**src/rtl/dram_refresh_resp.sv**
```systemverilog
// CAS-before-RAS refresh responder: one refresh per RefReq window, opportunistic when idle, forced via RAMHold when urgent.
// All outputs registered; strobes follow the edge that enters each phase; misses counted with saturation.
module dram_refresh_resp #(
    parameter int T_CR  = 1,
    parameter int T_RAS = 3,
    parameter int T_PRE = 2
) (
    input  logic       CLK,
    input  logic       RST,
    input  logic       RefReq,
    input  logic       RefUrg,
    input  logic       BACT,
    input  logic       RAMReq,
    output logic       nRefRAS,
    output logic       nRefCAS,
    output logic       RefAct,
    output logic       RAMHold,
    output logic       RefDone,
    output logic       RefMiss,
    output logic [3:0] MissCnt
);

    typedef enum logic [2:0] {
        S_IDLE,
        S_URGWAIT,
        S_CAS,
        S_RAS,
        S_PRE
    } state_t;

    localparam logic [2:0] LP_CR_LAST  = 3'(T_CR - 1);
    localparam logic [2:0] LP_RAS_LAST = 3'(T_RAS - 1);
    localparam logic [2:0] LP_PRE_LAST = 3'(T_PRE - 1);

    state_t     r_state;
    state_t     w_nxt_state;
    logic [2:0] r_phase;
    logic [2:0] w_nxt_phase;
    logic       r_ref_req_d;
    logic       r_ras_n;
    logic       r_cas_n;
    logic       r_act;
    logic       r_hold;
    logic       r_done;
    logic       r_miss;
    logic [3:0] r_miss_cnt;
    logic       w_pending;
    logic       w_idle_like;
    logic       w_seq_end;
    logic       w_miss;
    logic       w_nxt_seq;

    always_comb begin
        w_nxt_state = r_state;
        w_nxt_phase = r_phase;
        w_pending   = RefReq && !r_done;
        w_idle_like = (r_state == S_IDLE) || (r_state == S_URGWAIT);
        case (r_state)
            S_IDLE: begin
                // Non-urgent refresh yields to a RAM request on the same clock.
                if (w_pending && !BACT && (RefUrg || !RAMReq)) begin
                    w_nxt_state = S_CAS;
                end else if (w_pending && RefUrg && BACT) begin
                    w_nxt_state = S_URGWAIT;
                end
            end
            S_URGWAIT: begin
                if (!BACT) begin
                    w_nxt_state = S_CAS;
                end
            end
            S_CAS: begin
                w_nxt_phase = r_phase + 3'd1;
                if (r_phase == LP_CR_LAST) begin
                    w_nxt_state = S_RAS;
                end
            end
            S_RAS: begin
                w_nxt_phase = r_phase + 3'd1;
                if (r_phase == LP_RAS_LAST) begin
                    w_nxt_state = S_PRE;
                end
            end
            S_PRE: begin
                w_nxt_phase = r_phase + 3'd1;
                if (r_phase == LP_PRE_LAST) begin
                    w_nxt_state = S_IDLE;
                end
            end
            default: w_nxt_state = S_IDLE;
        endcase
        if (w_nxt_state != r_state) begin
            w_nxt_phase = 3'd0;
        end
        w_seq_end = (r_state == S_PRE) && (w_nxt_state == S_IDLE);
        w_miss    = r_ref_req_d && !RefReq && !r_done && w_idle_like;
        w_nxt_seq = (w_nxt_state == S_CAS) || (w_nxt_state == S_RAS) || (w_nxt_state == S_PRE);
    end

    always_ff @(posedge CLK or posedge RST) begin
        if (RST) begin
            r_state     <= S_IDLE;
            r_phase     <= 3'd0;
            r_ref_req_d <= 1'b0;
            r_ras_n     <= 1'b1;
            r_cas_n     <= 1'b1;
            r_act       <= 1'b0;
            r_hold      <= 1'b0;
            r_done      <= 1'b0;
            r_miss      <= 1'b0;
            r_miss_cnt  <= 4'd0;
        end else begin
            r_state     <= w_nxt_state;
            r_phase     <= w_nxt_phase;
            r_ref_req_d <= RefReq;
            // Strobes are decoded from the next state so they change on the entering edge.
            r_cas_n     <= !((w_nxt_state == S_CAS) || (w_nxt_state == S_RAS));
            r_ras_n     <= !(w_nxt_state == S_RAS);
            r_act       <= w_nxt_seq;
            r_hold      <= w_nxt_seq || (w_nxt_state == S_URGWAIT);
            if (w_seq_end) begin
                r_done <= RefReq;
            end else if (w_idle_like && !RefReq) begin
                r_done <= 1'b0;
            end
            r_miss <= w_miss;
            if (w_miss && (r_miss_cnt != 4'hF)) begin
                r_miss_cnt <= r_miss_cnt + 4'd1;
            end
        end
    end

    assign nRefRAS = r_ras_n;
    assign nRefCAS = r_cas_n;
    assign RefAct  = r_act;
    assign RAMHold = r_hold;
    assign RefDone = r_done;
    assign RefMiss = r_miss;
    assign MissCnt = r_miss_cnt;

endmodule

```
**config.mk**
```make
export PLATFORM = sky130hd
export DESIGN_NAME = dram_refresh_resp
export DESIGN_NICKNAME = d
export VERILOG_FILES = /design/src/rtl/dram_refresh_resp.sv
export SDC_FILE = /design/constraint.sdc
export NUM_CORES = 1
export LEC_CHECK = 0
export CAP_MARGIN = 0
export CORE_UTILIZATION = 61
export CTS_CLUSTER_DIAMETER = 30
export CTS_CLUSTER_SIZE = 25
export DETAILED_ROUTE_END_ITERATION = 6
export DONT_BUFFER_PORTS = 1
export PLACE_DENSITY = 0.77
export SLEW_MARGIN = 10
export SYNTH_ARGS = -nofsm -noshare
export SYNTH_HDL_FRONTEND = slang
export SYNTH_SLANG_ARGS = --single-unit
```
**constraint.sdc**
```tcl
create_clock -name CLK -period 3.4 [get_ports CLK]
set_input_delay 0.51 -clock CLK [delete_from_list [all_inputs] [get_ports CLK]]
set_output_delay 0.51 -clock CLK [all_outputs]
set_load 0.02 [all_outputs]
```
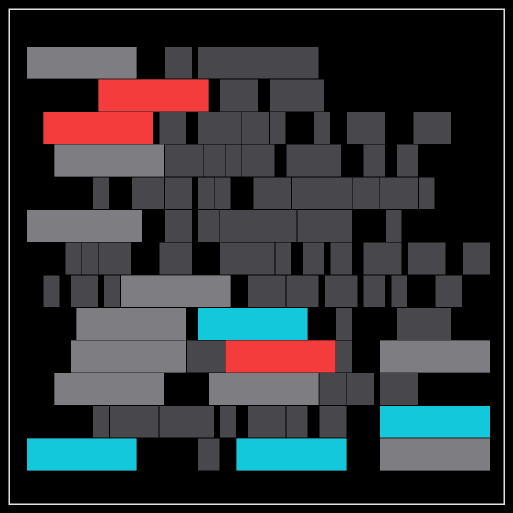
**Above:** register map, names as in the netlist.
Scale: 12 px per um. Other sequential cells in the stronger grey, the rest of the logic in the fainter grey.
legend:
  cyan:
    signal: MissCnt
    sequential_cells: 4
  red:
    signal: r_phase
    sequential_cells: 3

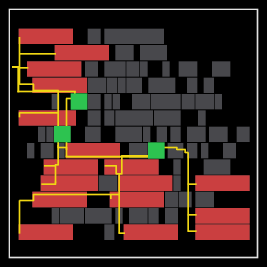
**Above:** clock network drawn from the DEF.
Scale: 6 px per um.
legend:
  red:
    item: flip-flops
    count: 17
  yellow:
    item: clock wires
    length: 167 um
  green:
    item: clock-net drivers
    count: 3
routed clock nets: 4
flops lie: widely spread

==> changes_impl.md <==
### Changed

* Outcome: complete, no violations
* Crit-path max cell delay at 390 ps
* Top sig layer: met4
* Via density at approximately 6.5
* Register area at 428 sq um
* Hold Crit Class: input port to async pin
* Combinational share of power at between 30% and 40%
* Tot Pwr at 0.000882 W
* Port Buffers at 0
* DP Cell Count at ~96
* Complex Gates by Area at 12.9%
* Worst hold slack at 165 ps
* Core Region at 1370 sq um
* Drt total wl at 1570 um
* Xor/xnor share at roughly 4.7%
* Top Consumer: registers
* Met2 usage at about 33%
* Synth Instances at 84
* Initial drt markers at 26
* Max-slew violation count at 0
* Area fraction in mux cells at roughly 2.3%
* Drt drc at 0
* Tightest Pin Transition at a little under 600 ps
* Worst Path Buf+Inv at 1
* Max reg flops at 4
* Tap cells at 15
* Initial antenna violation count at 0
* FP Rows at 13
* Clock power frac at about an eighth
* Yosys adder share at 6.70%
* CP cell instances: inv_1 -> ha_1 -> nor2b_4 -> a2111oi_4 -> a21oi_1 -> nor4_1
* Clk pin slew, worst setup/hold paths at 90 ps
* Crit end category: register
* Worst VDD drop at 0.601 mV
* Period minus WS final at 1800 ps
* Post-route cell area at 940 sq um
* Utilization of the core after routing at 68.8%
* Tool Warnings at 29
* M1 wire length at approximately 730 um
* Die width at 41.1 um
* DR WL met3 at roughly 100 um
* Synthesized Nets at roughly 95
* I/O Pins at 16
* Drt wl/cell at ~16 um
* YS warnings at 0
* H-tree Lvls at 1
* Setup WS pre-CTS at 1640 ps
* Stages on worst setup path at 6
* Area grow syn2layout at 0.670%
* Seq pwr share at 50.6%
* Routed Antenna Nets at 0
* TritonCTS Buffers at 3
* Leading cell kind: combinational gates
* NonClk Buf Share at 0%
* Ys cells at 84
* Met2 wire len at 709 um
* PwrDens at 939 nW/um^2
* Vias at 646
* Pre-antenna DRT Iters at 4
* RSZ-0062 raised after global routing: false
* Layout cell share with drive strength beyond 1 at 15.3%
* # clk buffers at 4
* Cts repair resizes at 0
* Layout clock area frac at 2.80%
* Lkg Pwr at 0.411 nW
* Post-synth seq share at between 40% and 50%
* Net switching power at ~0.0004 W
* Seq/total area at roughly 46%
* Delay-heaviest family, CP: AND-OR/OR-AND gates
* TritonCTS clock tree: built
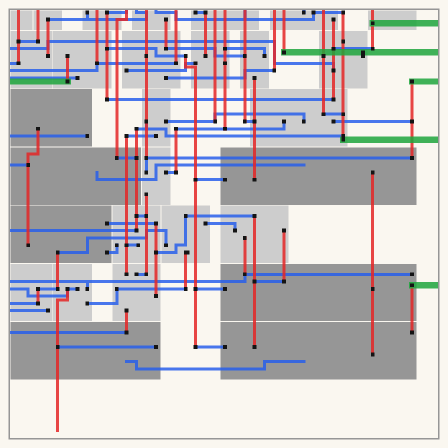
**Above:** a small window of the routed layout.
Region (21, 0) to (41, 20) um. Cells in grey, sequential cells in the stronger grey; small squares are vias.
legend:
  red:
    layer: M2
  green:
    layer: M3
  blue:
    layer: M1
cells with their middle in the window: 21
sequential cells in the window: 6
most frequent: dfrtp_1 (6)
netlist names of flops here include: MissCnt (2)

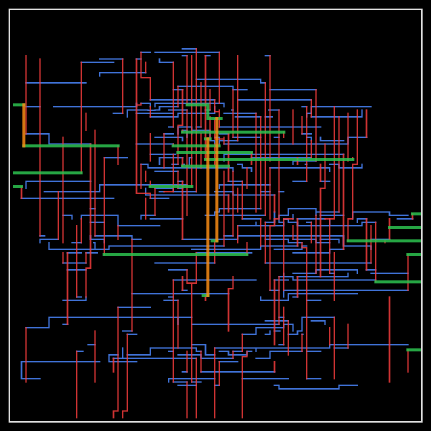
**Above:** wiring by layer.
Scale: 10 px per um.
legend:
  blue:
    layer: M1
    wire_length: 731 um
  green:
    layer: M3
    wire_length: 100 um
  orange:
    layer: M4
    wire_length: 32.0 um
  red:
    layer: M2
    wire_length: 710 um

[synth_stat cells, drive strengths merged]
library cell  instances  area [sq um]
clkbuf                2          27.5
buf                   1          11.3
xor2                  2          17.5
dfstp                 2          52.6
a21oi                 3          18.8
mux2i                 1          10.0
and3                  2          12.5
a2111oi               1          27.5
dfrtp                15           375
inv                   7          26.3
o211a                 1          17.5
o21a                  1          7.51
nand3b                1          7.51
nand3                 2          10.0
a31oi                 1          6.26
mux2                  1          11.3
nor4                  4          31.3
nand4                 3          18.8
o21ai                 5          25.0
xnor2                 3          26.3
nor2b                 2          22.5
nor4b                 2          17.5
a32oi                 2          17.5
nand4b                1          8.76
nand2b                2          12.5
nor3b                 1          7.51
nand2                 4          15.0
or3                   1          6.26
nor2                  6          22.5
ha                    5          62.6
Power is estimated from default activity; no workload was simulated.
